<file path="src/rtl/wb_pkg.sv">
// wb_pkg: shared encodings, state enum and trap cause codes for the writeback stage
package wb_pkg;

    localparam logic [1:0] WSEL_ALU  = 2'b00;
    localparam logic [1:0] WSEL_LOAD = 2'b01;
    localparam logic [1:0] WSEL_CSR  = 2'b10;
    localparam logic [1:0] WSEL_PC   = 2'b11;

    localparam logic [1:0] SIZE_BYTE = 2'b00;
    localparam logic [1:0] SIZE_HALF = 2'b01;
    localparam logic [1:0] SIZE_WORD = 2'b10;

    typedef enum logic [1:0] {
        ST_RUN  = 2'd0,
        ST_TRAP = 2'd1,
        ST_RET  = 2'd2,
        ST_WFI  = 2'd3
    } wb_state_e;

    localparam logic [3:0] CAUSE_INSTR_MISALIGNED = 4'd0;
    localparam logic [3:0] CAUSE_INSTR_FAULT      = 4'd1;
    localparam logic [3:0] CAUSE_ILLEGAL_INSTR    = 4'd2;
    localparam logic [3:0] CAUSE_BREAKPOINT       = 4'd3;
    localparam logic [3:0] CAUSE_LOAD_MISALIGNED  = 4'd4;
    localparam logic [3:0] CAUSE_LOAD_FAULT       = 4'd5;
    localparam logic [3:0] CAUSE_STORE_MISALIGNED = 4'd6;
    localparam logic [3:0] CAUSE_STORE_FAULT      = 4'd7;
    localparam logic [3:0] CAUSE_ECALL_M          = 4'd11;

endpackage

</file>
<file path="src/rtl/load_align.sv">
// load_align: shifts the raw bus word to the addressed byte lane and extends it to 32 bits
module load_align
    import wb_pkg::*;
(
    input  logic [31:0] data_in,
    input  logic [1:0]  offset,
    input  logic [1:0]  size,
    input  logic        sign_ext,
    output logic [31:0] data_out
);

    logic [31:0] shifted;

    // byte-lane shift, then truncate and extend; the unused size code reads as zero
    always_comb begin
        shifted  = data_in >> {offset, 3'b000};
        data_out = (size == SIZE_BYTE) ? {{24{sign_ext & shifted[7]}}, shifted[7:0]} :
                   (size == SIZE_HALF) ? {{16{sign_ext & shifted[15]}}, shifted[15:0]} :
                   (size == SIZE_WORD) ? shifted : 32'd0;
    end

endmodule

</file>
<file path="src/rtl/writeback.sv">
// writeback: final pipeline stage; register/CSR writes plus trap, mret and wfi sequencing.
// Define WB_INSTRET_EN to add the 64-bit retired-instruction counter and its instret port.
module writeback
    import wb_pkg::*;
(
    input  logic        clk,
    input  logic        rst_n,
    input  logic [31:0] pc_in,
    input  logic [31:0] next_pc_in,
    input  logic [31:0] alu_data_in,
    input  logic [31:0] csr_data_in,
    input  logic [31:0] load_data_in,
    input  logic [1:0]  load_size_in,
    input  logic        load_signed_in,
    input  logic [1:0]  write_select_in,
    input  logic [4:0]  rd_addr_in,
    input  logic [11:0] csr_addr_in,
    input  logic        csr_write_in,
    input  logic        mret_in,
    input  logic        wfi_in,
    input  logic        valid_in,
    input  logic        exception_in,
    input  logic [3:0]  ecause_in,
    input  logic [31:0] mtvec_in,
    input  logic [31:0] mepc_in,
    input  logic        interrupt_pending,
    output logic        reg_we,
    output logic [4:0]  reg_waddr,
    output logic [31:0] reg_wdata,
    output logic        csr_we,
    output logic [11:0] csr_waddr,
    output logic [31:0] csr_wdata,
    output logic        trap_take,
    output logic [31:0] trap_mepc,
    output logic [3:0]  trap_mcause,
    output logic        mret_take,
    output logic        redirect,
    output logic [31:0] redirect_pc,
    output logic        flush,
    output logic        stall_out
`ifdef WB_INSTRET_EN
    ,
    output logic [63:0] instret
`endif
);

    wb_state_e   state_q, state_d;
    logic [31:0] mepc_q, mepc_d;
    logic [3:0]  mcause_q, mcause_d;
    logic [31:0] load_data;
    logic        accept, retire, take_exc;

    load_align u_load_align (
        .data_in  (load_data_in),
        .offset   (alu_data_in[1:0]),
        .size     (load_size_in),
        .sign_ext (load_signed_in),
        .data_out (load_data)
    );

    // acceptance, write ports, trap/return outputs and next state; rst_n gating keeps every output quiet in reset
    always_comb begin
        accept      = rst_n && valid_in && (state_q == ST_RUN);
        take_exc    = accept && exception_in;
        retire      = accept && !exception_in;
        reg_we      = retire && (rd_addr_in != 5'd0);
        reg_waddr   = reg_we ? rd_addr_in : 5'd0;
        reg_wdata   = !reg_we ? 32'd0 :
                      (write_select_in == WSEL_ALU)  ? alu_data_in :
                      (write_select_in == WSEL_LOAD) ? load_data :
                      (write_select_in == WSEL_CSR)  ? csr_data_in : next_pc_in;
        csr_we      = retire && csr_write_in;
        csr_waddr   = csr_we ? csr_addr_in : 12'd0;
        csr_wdata   = csr_we ? alu_data_in : 32'd0;
        trap_take   = (state_q == ST_TRAP);
        trap_mepc   = trap_take ? mepc_q : 32'd0;
        trap_mcause = trap_take ? mcause_q : 4'd0;
        mret_take   = (state_q == ST_RET);
        redirect    = trap_take || mret_take;
        redirect_pc = trap_take ? mtvec_in : mret_take ? mepc_in : 32'd0;
        flush       = redirect || take_exc || (retire && mret_in);
        stall_out   = (state_q == ST_WFI) && !interrupt_pending;
        mepc_d      = take_exc ? pc_in : mepc_q;
        mcause_d    = take_exc ? ecause_in : mcause_q;
        state_d     = take_exc ? ST_TRAP :
                      (retire && mret_in) ? ST_RET :
                      (retire && wfi_in) ? ST_WFI :
                      (state_q == ST_WFI && !interrupt_pending) ? ST_WFI : ST_RUN;
    end

    // state and captured trap context
    always_ff @(posedge clk or negedge rst_n) begin
        if (!rst_n) begin
            state_q  <= ST_RUN;
            mepc_q   <= 32'd0;
            mcause_q <= 4'd0;
        end else begin
            state_q  <= state_d;
            mepc_q   <= mepc_d;
            mcause_q <= mcause_d;
        end
    end

`ifdef WB_INSTRET_EN
    logic [63:0] instret_q, instret_d;

    // retire counter; natural 64-bit overflow gives the wrap to zero
    always_comb begin
        instret_d = retire ? instret_q + 64'd1 : instret_q;
        instret   = instret_q;
    end

    // counter register
    always_ff @(posedge clk or negedge rst_n) begin
        if (!rst_n) instret_q <= 64'd0;
        else        instret_q <= instret_d;
    end
`endif

endmodule
</file>
<file path="config.mk">
export PLATFORM = sky130hd
export DESIGN_NAME = writeback
export DESIGN_NICKNAME = d
export VERILOG_FILES = /design/src/rtl/wb_pkg.sv /design/src/rtl/load_align.sv /design/src/rtl/writeback.sv
export SDC_FILE = /design/constraint.sdc
export NUM_CORES = 1
export LEC_CHECK = 0
export ABC_AREA = 1
export CAP_MARGIN = 20
export CORE_AREA = 2 2 162 164
export CTS_BUF_LIST = sky130_fd_sc_hd__clkbuf_4 sky130_fd_sc_hd__clkbuf_8
export CTS_CLUSTER_SIZE = 12
export DETAILED_ROUTE_END_ITERATION = 7
export DIE_AREA = 0 0 164 166
export MAX_ROUTING_LAYER = met4
export PLACE_DENSITY = 0.61
export SYNTH_ARGS = -nofsm -noshare
export SYNTH_HDL_FRONTEND = slang
export SYNTH_HIERARCHICAL = 1
export SYNTH_SLANG_ARGS = --single-unit
</file>
<file path="constraint.sdc">
create_clock -name clk -period 2.5 [get_ports clk]
set_input_delay 0.625 -clock clk [delete_from_list [all_inputs] [get_ports clk]]
set_output_delay 0.625 -clock clk [all_outputs]
set_load 0.01 [all_outputs]
</file>
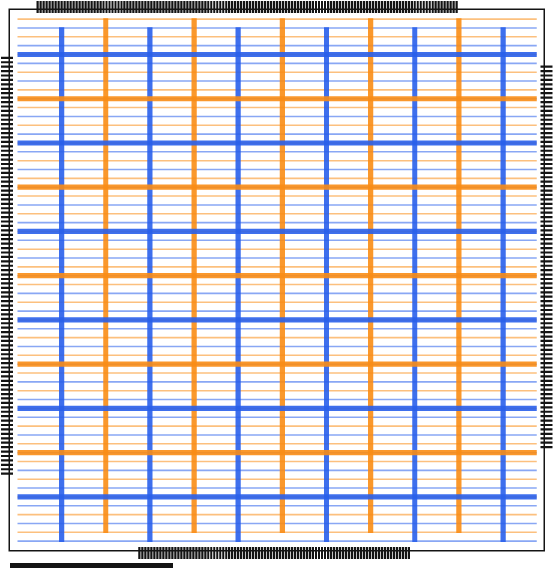
(run_1/floorplan.png)
Scale bar: 50 um. Pins as bars on the die edge.
Key: orange = VDD; blue = VSS
60 met1 rails follow the rows. 11 straps on met4.
Chip Width: 164 um
Core Region: 25,600 um^2
VDD IR max: 0.000335 V

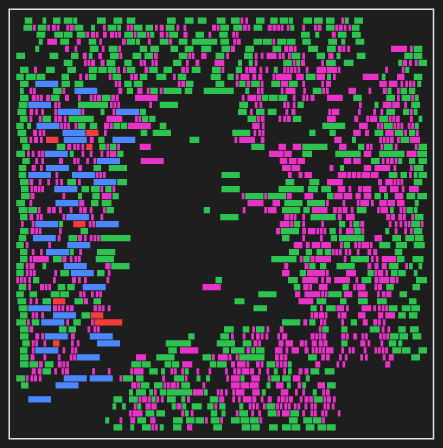
(run_1/class_map.png)
Key: blue = registers [cells 38]; magenta = remaining logic cells [cells 878]; green = remaining buffers and delay cells [cells 539]; red = clock drivers and dummy loads [cells 8]

==> impl_metrics.env, run 1 <==
# yosys + openroad results
export IMPL_clk_pin_slew_ns=0.07
export IMPL_largest_register_ffs=32
export IMPL_path_class="in2out"
export IMPL_postSynth_topFlopCell="dfrtp_1"
export IMPL_area_share_clock_buf_inv=0.00998
export IMPL_drc=0
export IMPL_ff_count=38
export IMPL_setup_tns_ns=-0.0556
export IMPL_reg_top3="mepc_q (32), mcause_q (4), state_q (2)"
export IMPL_r2r_start="state_q[0]$_DFF_PN0_"
export IMPL_ctsHtreeMaxLevel=2
export IMPL_grt_busiest_layer="met2"
export IMPL_powerSeq_w=0.000810
export IMPL_grt_max_degree=39
export IMPL_fa_ha_area_frac=0.00991
export IMPL_num_io_pins=414
export IMPL_comb_cell_share=0.347
export IMPL_inv_count=167
export IMPL_final_antenna_net_count=0
export IMPL_hold_start="mepc_q[27]$_DFFE_PN0P_"
export IMPL_finalSetupViolCount=7
export IMPL_r2r_end="state_q[1]$_DFF_PN0_"
export IMPL_top_cell="nand2_1"
export IMPL_rr_worst_depth=9
export IMPL_antenna_found_initial=1
export IMPL_switching_share=0.366
export IMPL_fin_ws_ns=-0.0207
export IMPL_clock_buffers=7
export IMPL_stdcell_area_um2=11400
export IMPL_layout_area_comb_um2=3960
export IMPL_crit_chain="buf_6 -> buf_8 -> clkinv_8 -> nand2_8 -> nand3_4 -> nand3_4 -> buf_6 -> nand3_2 -> o21ai_2 -> a21oi_2 -> buf_2"
export IMPL_power_leakage_nw=6.30
export IMPL_powerClk_w=0.000555
export IMPL_fp_util=0.197
export IMPL_violations="negative setup slack"
export IMPL_slew_headroom=0.670
export IMPL_vias_per_cell=4.47
export IMPL_cts_buffers=5
export IMPL_netlist_top_cells_area="nand2_1, dfrtp_1, nand3_1, inv_1, nor2_1"
export IMPL_comb_power_share=0.556
export IMPL_top_cells_by_count="nand2_1, nand3_1, inv_1"
export IMPL_status="finished, violations left"
export IMPL_ys_sh_mux=0
export IMPL_top_cell_area_share=0.279
export IMPL_wl_met3_um=2330
export IMPL_ys_flops=38
export IMPL_synth_seq_share=0.188
export IMPL_top_register="mepc_q"
export IMPL_crit_fanout=7
export IMPL_slew_viol_final=0
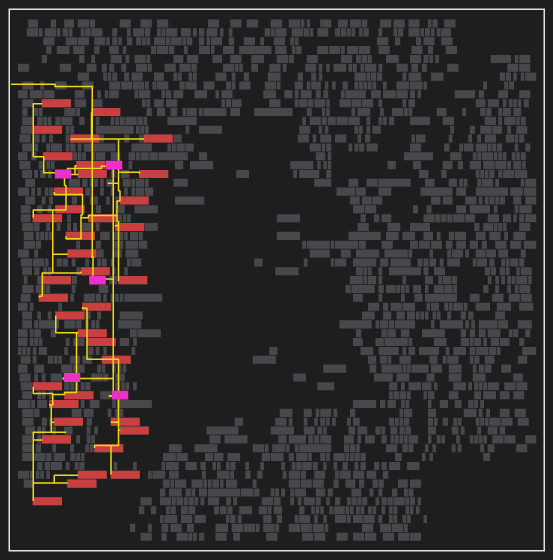
(run_1/clock_wires.png)
Key: magenta = clock-net drivers [count 5]; yellow = clock wires [length 625 um]; red = flip-flops [count 38]
There are 6 routed clock nets.
Post-Route Skew: 0.0142 ns
Latency at later pin: 0.31 ns

==> inputs of run 2 (changes only) <==
- CORE_AREA: 2 2 162 164 -> 2 2 163 165
- DIE_AREA: 0 0 164 166 -> 0 0 165 167
- PLACE_DENSITY: 0.61 -> 0.58
- SYNTH_HIERARCHICAL: 1 -> default
- clock period: 2.5 -> 2.4 ns (I/O delays scaled with it)
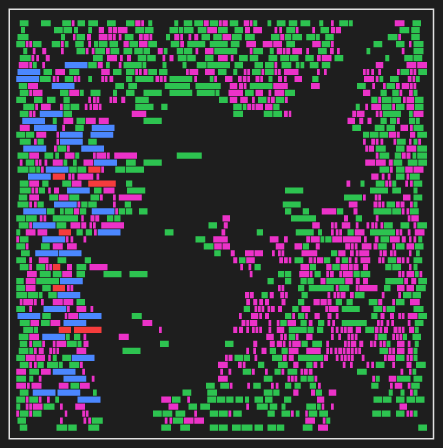
(run_2/class_map.png)
Key: magenta = remaining logic cells [cells 721]; green = remaining buffers and delay cells [cells 565]; red = clock drivers and dummy loads [cells 8]; blue = registers [cells 38]
final instance area: 11,400 um^2
Core Util, Final: 0.442
Core Region: 25,800 um^2
Seq/total area: 0.0836

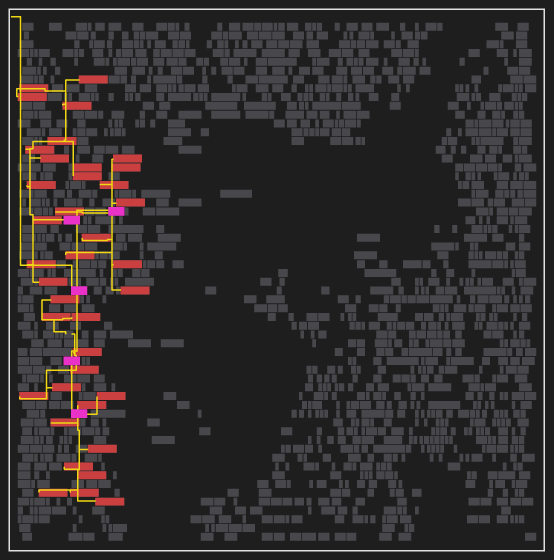
(run_2/clock_wires.png)
Key: yellow = clock wires [length 564 um]; red = flip-flops [count 38]; magenta = clock-net drivers [count 5]
There are 6 routed clock nets. Position of the flops: a vertical strip on the left.

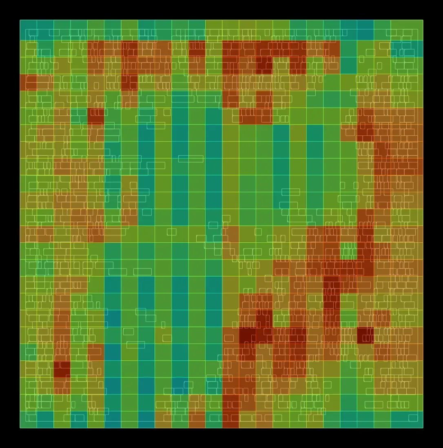
(run_2/congestion_map.png)
GR Util met1: 0.225
GR Util met2: 0.374

==> impl_metrics.env, run 2 <==
# yosys + openroad results
export IMPL_status="finished, violations left"
export IMPL_violations="negative setup slack"
export IMPL_slew_headroom=0.661
export IMPL_powerSeq_w=0.000873
export IMPL_powerClk_w=0.000661
export IMPL_power_leakage_nw=5.93
export IMPL_largest_register_ffs=32
export IMPL_area_share_clock_buf_inv=0.0121
export IMPL_grt_busiest_layer="met2"
export IMPL_fin_ws_ns=-0.175
export IMPL_path_class="in2out"
export IMPL_antenna_found_initial=2
export IMPL_setup_tns_ns=-8.27
export IMPL_layout_area_comb_um2=3750
export IMPL_skew_ns=0.00723
export IMPL_r2r_end="mepc_q[10]$_DFFE_PN0P_"
export IMPL_die_w_um=165
export IMPL_fa_ha_area_frac=0.0111
export IMPL_rr_worst_depth=6
export IMPL_fp_util=0.175
export IMPL_num_io_pins=414
export IMPL_crit_fanout=6
export IMPL_insertion_delay_ns=0.30
export IMPL_ff_count=38
export IMPL_inv_count=129
export IMPL_grt_max_degree=40
export IMPL_finalSetupViolCount=105
export IMPL_ctsHtreeMaxLevel=2
export IMPL_final_antenna_net_count=0
export IMPL_slew_viol_final=0
export IMPL_top_register="mepc_q"
export IMPL_switching_share=0.341
==> inputs of run 3 (changes only) <==
--- a/config.mk
+++ b/config.mk
@@ -16,2 +16,3 @@
 export PLACE_DENSITY = 0.58
+export RECOVER_POWER = 50
 export SYNTH_ARGS = -nofsm -noshare
--- a/constraint.sdc
+++ b/constraint.sdc
@@ -3,2 +3,2 @@
 set_output_delay 0.6 -clock clk [all_outputs]
-set_load 0.01 [all_outputs]
+set_load 0.1 [all_outputs]
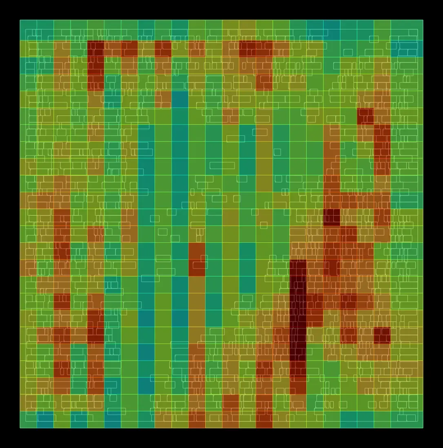
(run_3/congestion_map.png)
met3 GRT Util: 0.0568
wire per inst: 17.3 um

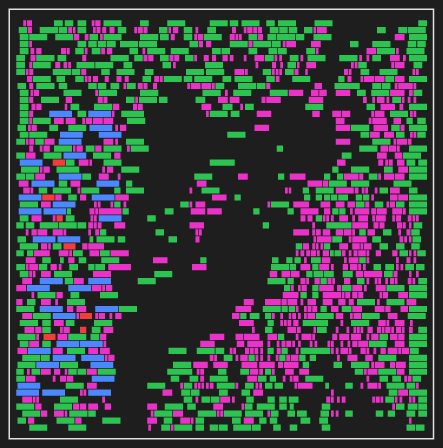
(run_3/class_map.png)
Key: magenta = remaining logic cells [cells 722]; blue = registers [cells 38]; green = remaining buffers and delay cells [cells 514]; red = clock drivers and dummy loads [cells 7]

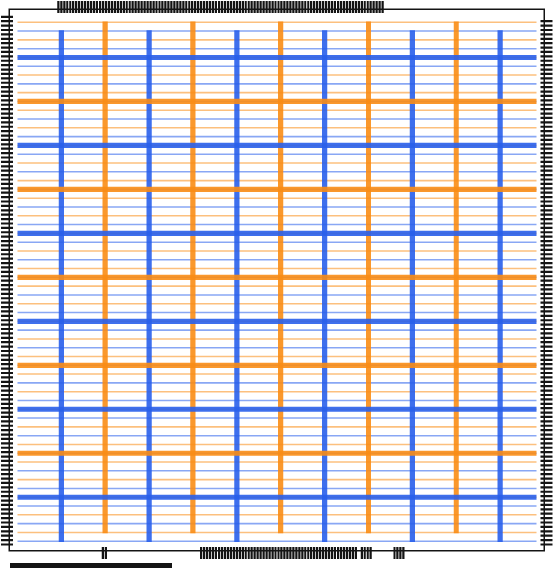
(run_3/floorplan.png)
Scale bar: 50 um. Pins as bars on the die edge.
Key: blue = VSS; orange = VDD
11 straps on met4. 414 signal pins sit on the boundary. The core has 59 rows. 11 straps on met5.

==> impl_metrics.env, run 3 <==
# yosys + openroad results
export IMPL_use_met2=0.364
export IMPL_status="finished, violations left"
export IMPL_slew_viol_final=0
export IMPL_die_w_um=165
export IMPL_num_io_pins=414
export IMPL_gr_usage_met1=0.208
export IMPL_ctsHtreeMaxLevel=2
export IMPL_switching_share=0.472
export IMPL_slew_headroom=0.324
export IMPL_setup_tns_ns=-6.60
export IMPL_fa_ha_area_frac=0.0111
export IMPL_power_leakage_nw=5.39
export IMPL_path_class="in2out"
export IMPL_ff_count=38
export IMPL_violations="negative setup slack"
export IMPL_skew_ns=0.00158
export IMPL_finalSetupViolCount=78
export IMPL_placeableCoreArea_um2=25800
export IMPL_grt_busiest_layer="met2"
export IMPL_antenna_found_initial=5
export IMPL_final_antenna_net_count=0
export IMPL_layout_area_comb_um2=4390
export IMPL_powerClk_w=0.000438
export IMPL_insertion_delay_ns=0.29
export IMPL_rr_worst_depth=6
export IMPL_largest_register_ffs=32
export IMPL_grt_max_degree=42
export IMPL_stdcell_area_um2=13300
export IMPL_inv_count=131
export IMPL_nets=1543
export IMPL_seq_share=0.0714
export IMPL_fp_util=0.175
export IMPL_fin_ws_ns=-0.157
export IMPL_fin_util=0.517
export IMPL_crit_fanout=6
export IMPL_top_register="mepc_q"

## Gallery

Metal layers overlaid.
Scale bar: 50 um.
panel A
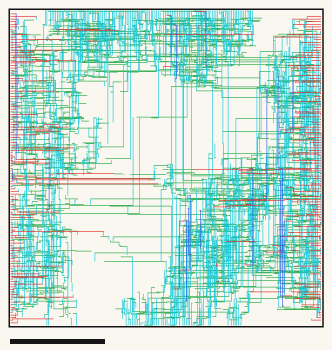
panel B
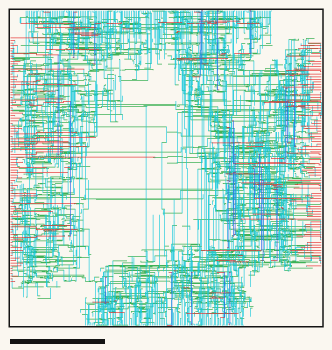
For run 1, see panel B.
For run 2, see panel A.

